### Close-up of the layout, run 1

Region (1, 54) to (51, 104) µm. Cells in gray, sequential cells in the stronger gray; small squares are vias.
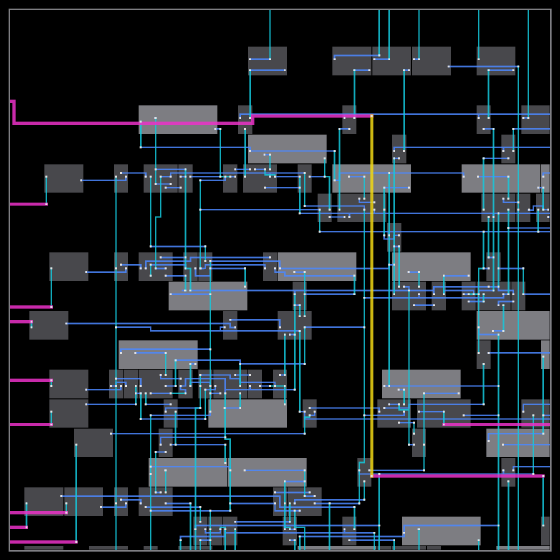
### PDN straps and rails, run 1

Pins as bars on the die edge.
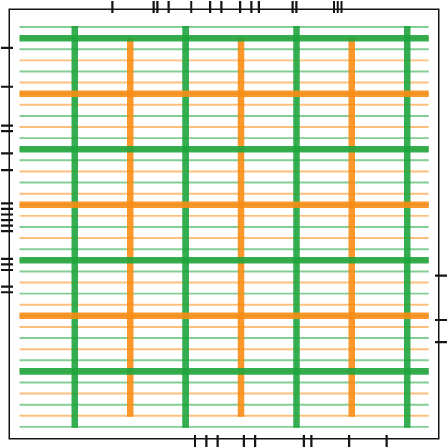
### Where the registers sit, run 1

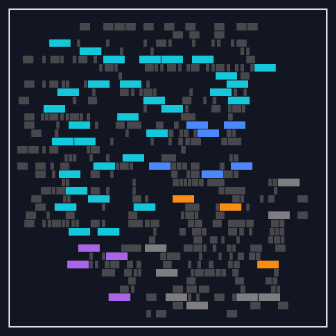
### Clock wiring as the flow saved it, run 1

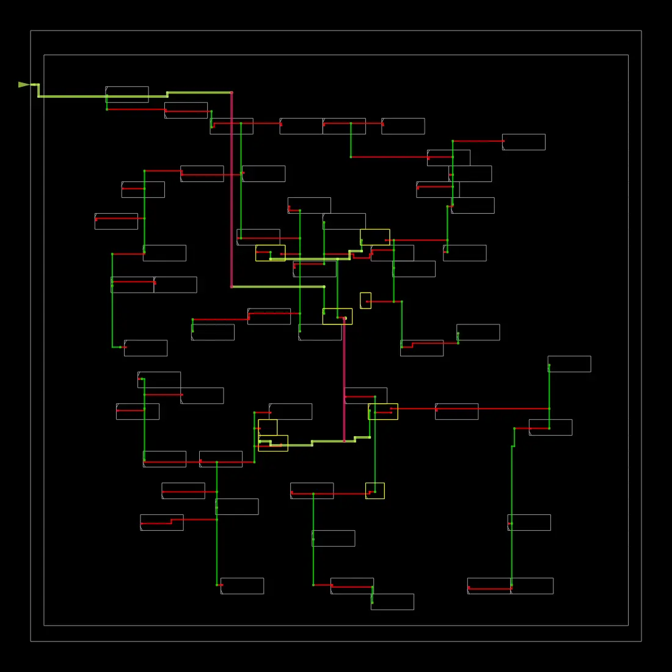
File: src/rtl/fem_cfg_ctrl.sv
// fem_cfg_ctrl: serial configuration controller for an RF front-end module.
//   Shifts WORD_W-bit words to the front end over csn/sclk/sdata, MSB first.
//   The SCLK half-period is DIV clk cycles. fem_en is released when a sequence
//   starts. Define FEM_CFG_PWRUP_EN to insert a PWR_WAIT-cycle settle state
//   between start and the first word.
// Ports:
//   clk, rst                   clock, synchronous active-high reset
//   start                      begin a sequence (honoured in IDLE/DONE only)
//   cfg_valid/cfg_ready        word handshake; cfg_word/cfg_last captured on accept
//   fem_csn/fem_sclk/fem_sdata serial bus to the front end
//   fem_en                     front-end enable, held from start until reset
//   busy, done                 sequence status
module fem_cfg_ctrl #(
    parameter int DIV      = 4,
    parameter int WORD_W   = 32,
    parameter int PWR_WAIT = 1024
) (
    input  logic              clk,
    input  logic              rst,
    input  logic              start,
    input  logic              cfg_valid,
    input  logic [WORD_W-1:0] cfg_word,
    input  logic              cfg_last,
    output logic              cfg_ready,
    output logic              fem_csn,
    output logic              fem_sclk,
    output logic              fem_sdata,
    output logic              fem_en,
    output logic              busy,
    output logic              done
);
    localparam int CW = $clog2(2 * DIV + 1);
    localparam int BW = $clog2(WORD_W + 1);
    localparam logic [CW-1:0] HALF_END = CW'(DIV - 1);
    localparam logic [CW-1:0] GAP_END  = CW'(2 * DIV - 1);
    localparam logic [BW-1:0] BIT_END  = BW'(WORD_W - 1);

`ifdef FEM_CFG_PWRUP_EN
    localparam int PW = $clog2(PWR_WAIT + 1);
    localparam logic [PW-1:0] PWR_END = PW'(PWR_WAIT - 1);
    typedef enum logic [3:0] {
        IDLE, PWRUP, LOAD, CS_SETUP, SHIFT_LO, SHIFT_HI, CS_HOLD, GAP, DONE
    } state_t;
    logic [PW-1:0] pwr_q, pwr_d;
`else
    typedef enum logic [3:0] {
        IDLE, LOAD, CS_SETUP, SHIFT_LO, SHIFT_HI, CS_HOLD, GAP, DONE
    } state_t;
`endif

    state_t            state_q, state_d;
    logic [CW-1:0]     cnt_q, cnt_d;
    logic [BW-1:0]     bit_q, bit_d;
    logic [WORD_W-1:0] word_q, word_d;
    logic              last_q, last_d;
    logic              csn_q, csn_d;
    logic              sclk_q, sclk_d;
    logic              sdata_q, sdata_d;
    logic              en_q, en_d;
    logic              ready_q, ready_d;
    logic              busy_q, busy_d;
    logic              done_q, done_d;

    assign cfg_ready = ready_q;
    assign fem_csn   = csn_q;
    assign fem_sclk  = sclk_q;
    assign fem_sdata = sdata_q;
    assign fem_en    = en_q;
    assign busy      = busy_q;
    assign done      = done_q;

    // All outputs are registered: each is updated on the transition that
    // enters the state in which it takes its new value.
    always_comb begin
        state_d = state_q;
        cnt_d   = '0;
        bit_d   = bit_q;
        word_d  = word_q;
        last_d  = last_q;
        csn_d   = csn_q;
        sclk_d  = sclk_q;
        sdata_d = sdata_q;
        en_d    = en_q;
        ready_d = ready_q;
        busy_d  = busy_q;
        done_d  = done_q;
`ifdef FEM_CFG_PWRUP_EN
        pwr_d   = '0;
`endif
        case (state_q)
            IDLE, DONE: begin
                if (start) begin
                    en_d   = 1'b1;
                    done_d = 1'b0;
                    busy_d = 1'b1;
`ifdef FEM_CFG_PWRUP_EN
                    state_d = PWRUP;
`else
                    state_d = LOAD;
                    ready_d = 1'b1;
`endif
                end
            end
`ifdef FEM_CFG_PWRUP_EN
            PWRUP: begin
                pwr_d = pwr_q + 1'b1;
                if (pwr_q == PWR_END) begin
                    pwr_d   = '0;
                    state_d = LOAD;
                    ready_d = 1'b1;
                end
            end
`endif
            LOAD: begin
                if (cfg_valid) begin
                    state_d = CS_SETUP;
                    ready_d = 1'b0;
                    word_d  = cfg_word;
                    last_d  = cfg_last;
                    bit_d   = '0;
                    csn_d   = 1'b0;
                    sdata_d = cfg_word[WORD_W-1];
                end
            end
            CS_SETUP: begin
                cnt_d = cnt_q + 1'b1;
                if (cnt_q == HALF_END) begin
                    cnt_d   = '0;
                    state_d = SHIFT_LO;
                end
            end
            SHIFT_LO: begin
                cnt_d = cnt_q + 1'b1;
                if (cnt_q == HALF_END) begin
                    cnt_d   = '0;
                    state_d = SHIFT_HI;
                    sclk_d  = 1'b1;
                end
            end
            SHIFT_HI: begin
                cnt_d = cnt_q + 1'b1;
                if (cnt_q == HALF_END) begin
                    cnt_d  = '0;
                    sclk_d = 1'b0;
                    if (bit_q == BIT_END) begin
                        state_d = CS_HOLD;
                    end else begin
                        // Next bit is presented on the falling edge, half a
                        // period before the rising edge that samples it.
                        state_d = SHIFT_LO;
                        bit_d   = bit_q + 1'b1;
                        word_d  = word_q << 1;
                        sdata_d = word_q[WORD_W-2];
                    end
                end
            end
            CS_HOLD: begin
                cnt_d = cnt_q + 1'b1;
                if (cnt_q == HALF_END) begin
                    cnt_d   = '0;
                    state_d = GAP;
                    csn_d   = 1'b1;
                    sdata_d = 1'b0;
                end
            end
            GAP: begin
                cnt_d = cnt_q + 1'b1;
                if (cnt_q == GAP_END) begin
                    cnt_d = '0;
                    if (last_q) begin
                        state_d = DONE;
                        done_d  = 1'b1;
                        busy_d  = 1'b0;
                    end else begin
                        state_d = LOAD;
                        ready_d = 1'b1;
                    end
                end
            end
            default: state_d = IDLE;
        endcase
    end

    always_ff @(posedge clk) begin
        if (rst) begin
            state_q <= IDLE;
            cnt_q   <= '0;
            bit_q   <= '0;
            word_q  <= '0;
            last_q  <= 1'b0;
            csn_q   <= 1'b1;
            sclk_q  <= 1'b0;
            sdata_q <= 1'b0;
            en_q    <= 1'b0;
            ready_q <= 1'b0;
            busy_q  <= 1'b0;
            done_q  <= 1'b0;
`ifdef FEM_CFG_PWRUP_EN
            pwr_q   <= '0;
`endif
        end else begin
            state_q <= state_d;
            cnt_q   <= cnt_d;
            bit_q   <= bit_d;
            word_q  <= word_d;
            last_q  <= last_d;
            csn_q   <= csn_d;
            sclk_q  <= sclk_d;
            sdata_q <= sdata_d;
            en_q    <= en_d;
            ready_q <= ready_d;
            busy_q  <= busy_d;
            done_q  <= done_d;
`ifdef FEM_CFG_PWRUP_EN
            pwr_q   <= pwr_d;
`endif
        end
    end
endmodule

File: config.mk
export PLATFORM = sky130hd
export DESIGN_NAME = fem_cfg_ctrl
export DESIGN_NICKNAME = d
export VERILOG_FILES = /design/src/rtl/fem_cfg_ctrl.sv
export SDC_FILE = /design/constraint.sdc
export NUM_CORES = 1
export LEC_CHECK = 0
export CAP_MARGIN = 10
export CORE_MARGIN = 2
export CORE_UTILIZATION = 25
export DETAILED_ROUTE_END_ITERATION = 7
export GPL_ROUTABILITY_DRIVEN = 1
export PLACE_DENSITY_LB_ADDON = 0.1
export SYNTH_ARGS = -nofsm -noshare
export SYNTH_HDL_FRONTEND = slang
export SYNTH_SLANG_ARGS = --single-unit
File: constraint.sdc
create_clock -name clk -period 4.9 [get_ports clk]
set_input_delay 1.47 -clock clk [delete_from_list [all_inputs] [get_ports clk]]
set_output_delay 1.47 -clock clk [all_outputs]
set_load 0.05 [all_outputs]
==> impl_metrics.ini, run 1 <==
; yosys + openroad results
[synth]
yosys_area_mm2 = 0.00254
ys.flop_type = dfxtp_1
synth-edff-count = 0
yosysWarnings = 0
ys_sh_simple = 0.276
synth-seq-cells = 52
synthArstFlopShare = 0
syn_avg_cell_area_um2 = 7.80

[run]
openroad.warnings = 26

[drt]
wl_met3_um = 194
routed_via_density = 4.74
dr.pass1.iters = 4
vias = 2307
wl_per_cell_um = 12.8

[worst_setup_path]
critical_path_class = input pin to flop
r2r_cells = 6
regToRegSetupSlack_ns = 2.22
startpoint_type = input pin
crit_path_top_delay_cell = clkdlybuf4s50_1
cp_top_family = buffers and inverters
worstSetupEndpointType = flop
path_depth = 6
r2r-end = bit_q[5]

[cells_and_area]
utilization = 0.319
nNetsFinal = 393
layout.area.comb_mm2 = 0.00137
n_all_buffers = 45
sh_seq_area = 0.333
fillers = 1096

[pwr]
pwr-share-clk = 0.192
p_leak_nw = 1.08
power_mw = 1.36
p_comb_frac = 0.362

[final_timing]
final_max_slew_viol_count = 0
post-route-period-util = 0.627
worst_slack_ns = 1.83

[floorplanning]
die_w_um = 105
rows = 36

[clock_network]
clkTransAtPathRegs_ns = 0.10
cts_tree = done
cts_resized = 0
cts_root_buf = clkbuf_8
clockBufferDepth = 2

[outcome]
outcome = finished, final reports clean

[placed_design]
io_buffers = 43

[worst_hold_path]
hp-start = fem_en
## Picture notes: 'Close-up of the layout'
[yellow] metal 4
[magenta] metal 3
[blue] metal 1
[cyan] metal 2
cells with their middle in the window: 88
netlist names of flops here include: word_q (15)
sequential cells in the window: 15
most frequent: nand2_1 (30), dfxtp_1 (15)

## Picture notes: 'PDN straps and rails'
[green] VSS
[orange] VDD
met4 straps: 7
met1 rails: 37
met5 straps: 7

## Picture notes: 'Where the registers sit'
[purple] cnt_q | sequential cells: 4
[cyan] word_q | sequential cells: 31
[orange] state_q | sequential cells: 3
[blue] bit_q | sequential cells: 6

## Picture notes: 'Clock wiring as the flow saved it'
clk_lat worst skew: 0.31 ns
Worst Skew: 0.0151 ns
Num CTS Buffers: 5
Flop Count: 52

### Selected gate families, run 1

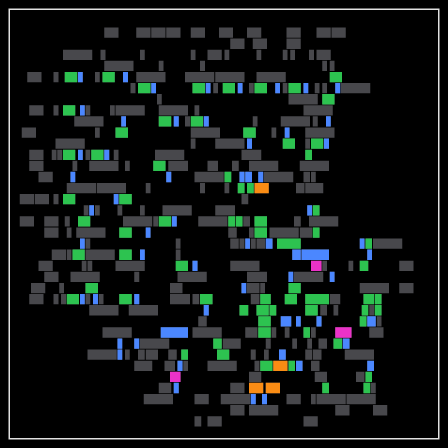

==> run 2, diff against run 1 <==
==> constraint.sdc (replaced) <==
create_clock -name clk -period 2.54 [get_ports clk]
set_input_delay 0.762 -clock clk [delete_from_list [all_inputs] [get_ports clk]]
set_output_delay 0.762 -clock clk [all_outputs]
set_load 0.05 [all_outputs]
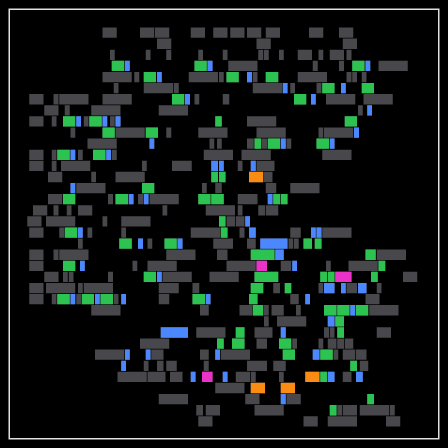
*Selected gate families, run 2*
[magenta] AND-OR and OR-AND gates | cells: 3
[blue] NOR gates | cells: 60 | most used: nor2_1
[orange] multiplexers | cells: 4 | most used: mux2i_1 | where: bottom center
[green] inverting AOI/OAI gates | cells: 69 | most used: a311oi_1

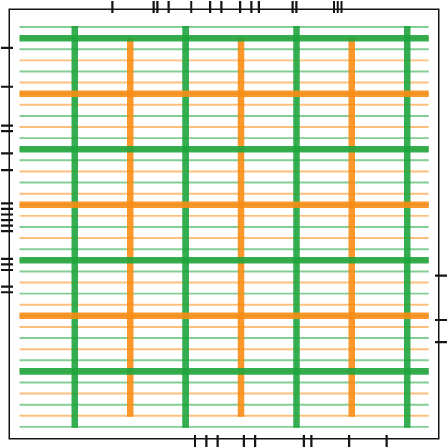
*PDN straps and rails, run 2*
Pins as bars on the die edge.
[orange] VDD
[green] VSS
rows: 36
signal pins: 44
met5 straps: 7

==> impl_metrics.ini, run 2 <==
; yosys + openroad results
[outcome]
outcome = finished, final reports clean

[synth]
syn_avg_cell_area_um2 = 7.80
synthArstFlopShare = 0
ys.flop_type = dfxtp_1
yosysWarnings = 0
synth-edff-count = 0
synth-seq-cells = 52

[clock_network]
cts_buffers = 5
cts_root_buf = clkbuf_8
clkTransAtPathRegs_ns = 0.10
clock_latency_ns = 0.32
clockBufferDepth = 2

[placed_design]
io_buffers = 43

[pwr]
p_comb_frac = 0.393
p_leak_nw = 1.13
pwr-share-clk = 0.186
power_mw = 2.68

[cells_and_area]
n_all_buffers = 53
flops = 52
sh_seq_area = 0.323
fillers = 1109
utilization = 0.328
layout.area.comb_mm2 = 0.00137

[drt]
routed_via_density = 4.76
vias = 2358
wl_met3_um = 274
dr.pass1.iters = 4

[final_timing]
worst_slack_ns = 0.259
fin_skew_ns = 0.0190
final_max_slew_viol_count = 0
post-route-period-util = 0.898

[worst_setup_path]
worstSetupEndpointType = output pin
startpoint_type = flop
r2r-end = fem_sdata
crit_path_top_delay_cell = clkdlybuf4s50_1

[floorplanning]
die_w_um = 105
rows = 36
### Close-up of the layout, run 2

Region (1, 54) to (51, 104) µm. Cells in gray, sequential cells in the stronger gray; small squares are vias.
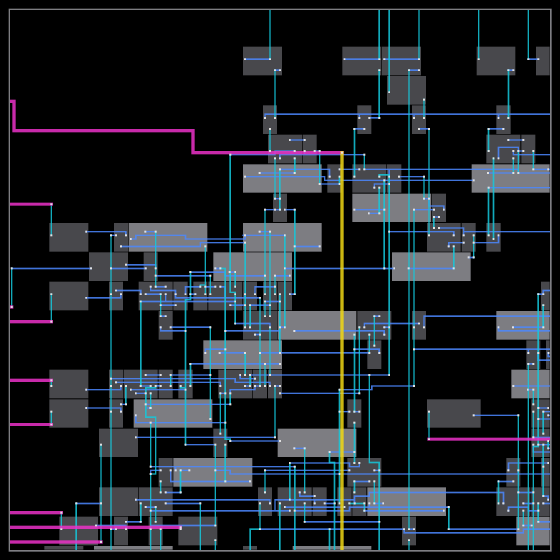

==> run 3, diff against run 2 <==
--- a/config.mk
+++ b/config.mk
@@ -5,12 +5,14 @@
 export SDC_FILE = /design/constraint.sdc
 export NUM_CORES = 1
 export LEC_CHECK = 0
+export ABC_AREA = 1
 export CAP_MARGIN = 10
 export CORE_MARGIN = 2
 export CORE_UTILIZATION = 25
 export DETAILED_ROUTE_END_ITERATION = 7
 export GPL_ROUTABILITY_DRIVEN = 1
-export PLACE_DENSITY_LB_ADDON = 0.1
+export PLACE_DENSITY_LB_ADDON = 0.08
+export RECOVER_POWER = 50
 export SYNTH_ARGS = -nofsm -noshare
 export SYNTH_HDL_FRONTEND = slang
 export SYNTH_SLANG_ARGS = --single-unit
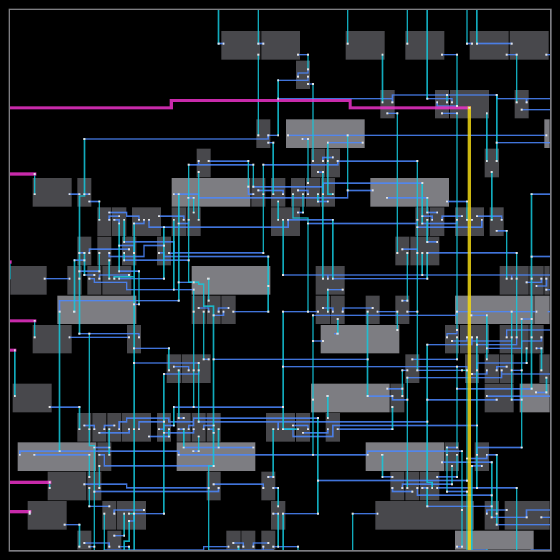
*Close-up of the layout, run 3*
Region (3, 58) to (53, 108) µm. Cells in gray, sequential cells in the stronger gray; small squares are vias.
[magenta] metal 3
[blue] metal 1
[cyan] metal 2
[yellow] metal 4
sequential cells in the window: 12
cells with their middle in the window: 115
most frequent: nand2_1 (49), nor2_1 (25), clkdlybuf4s50_1 (13)
netlist names of flops here include: word_q (10), bit_q (2)

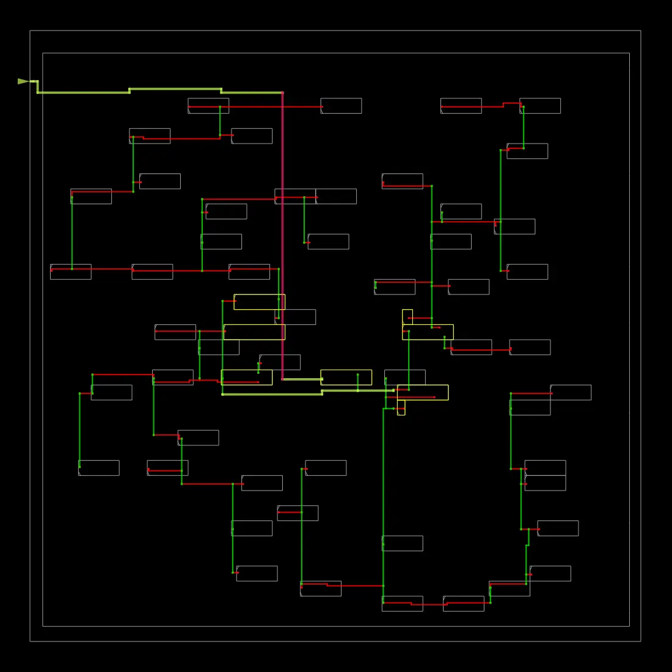
*Clock wiring as the flow saved it, run 3*
clk_lat worst skew: 0.29 ns
clock sink count: 52
Worst Skew: 0.00976 ns
Clock net power: 0.767 mW
clock buffers: 6

==> impl_metrics.ini, run 3 <==
; yosys + openroad results
[synth]
synth-seq-cells = 52
ys_sh_simple = 0.505
ys_sh_xor = 0.00933
yosysWarnings = 0
synth-edff-count = 0
ys.flop_type = dfxtp_1
syn_avg_cell_area_um2 = 6.29
top_cell_area_share = 0.370
yosys_area_mm2 = 0.00282
synthArstFlopShare = 0

[floorplanning]
rows = 38
die_w_um = 110
core_area_mm2 = 0.0109

[placed_design]
place_ws_ns = 0.324
io_buffers = 43

[cells_and_area]
finalNonFillerCells = 625
inverters = 20
nNetsFinal = 524
most-common-layout-cells = nand2_1 (172), nor2_1 (99), dfxtp_1 (52)
layout.cell_area.non_filler_mm2 = 0.00356
buf_share = 0.144
n_all_buffers = 51
sh_seq_area = 0.292
fillers = 1256
flops = 52
utilization = 0.326
layout.area.comb_mm2 = 0.00159

[drt]
wl_met3_um = 248
met2_wirelength_mm = 3.20
highest-signal-layer = met4
vias = 2671
wl_per_cell_um = 11.4
routed_via_density = 4.27
dr.pass1.iters = 4

[worst_setup_path]
cp-endpoint = fem_sclk
critical_path_class = flop to output pin
regToRegSetupSlack_ns = 0.38
worstPathMaxFanout = 2
cp_top_family = buffers and inverters
worstSetupEndpointType = output pin
path_depth = 1
startpoint_type = flop
r2r-end = word_q[22]
critPathBufInv = 1
r2r_cells = 10
crit_path_top_delay_cell = dlygate4sd3_1

[pwr]
powerSeq_mw = 1.35
power_leader = combinational logic
p_leak_nw = 1.61
power_mw = 4.23
p_comb_frac = 0.500
pwr-share-clk = 0.181

[final_timing]
worst_slack_ns = 0.274
finalCriticalPeriod_ns = 2.27
post-route-period-util = 0.892
final_max_slew_viol_count = 0
relSlewSlack = 0.586

[clock_network]
cts_hold_buf = 0
cts_tree = done
clockBufferDepth = 2
clkTransAtPathRegs_ns = 0.07
cts_resized = 0
cts_root_buf = clkbuf_16
cts_buffers = 5

[global_routing]
grt_use_total = 0.129
use_met3 = 0.0206
grtUsageMet2 = 0.207
grt_pass1_vias = 2514

[run]
openroad.warnings = 26

[worst_hold_path]
hp-start = cnt_q[0]

[outcome]
outcome = finished, final reports clean
Power is estimated from default activity; no workload was simulated.
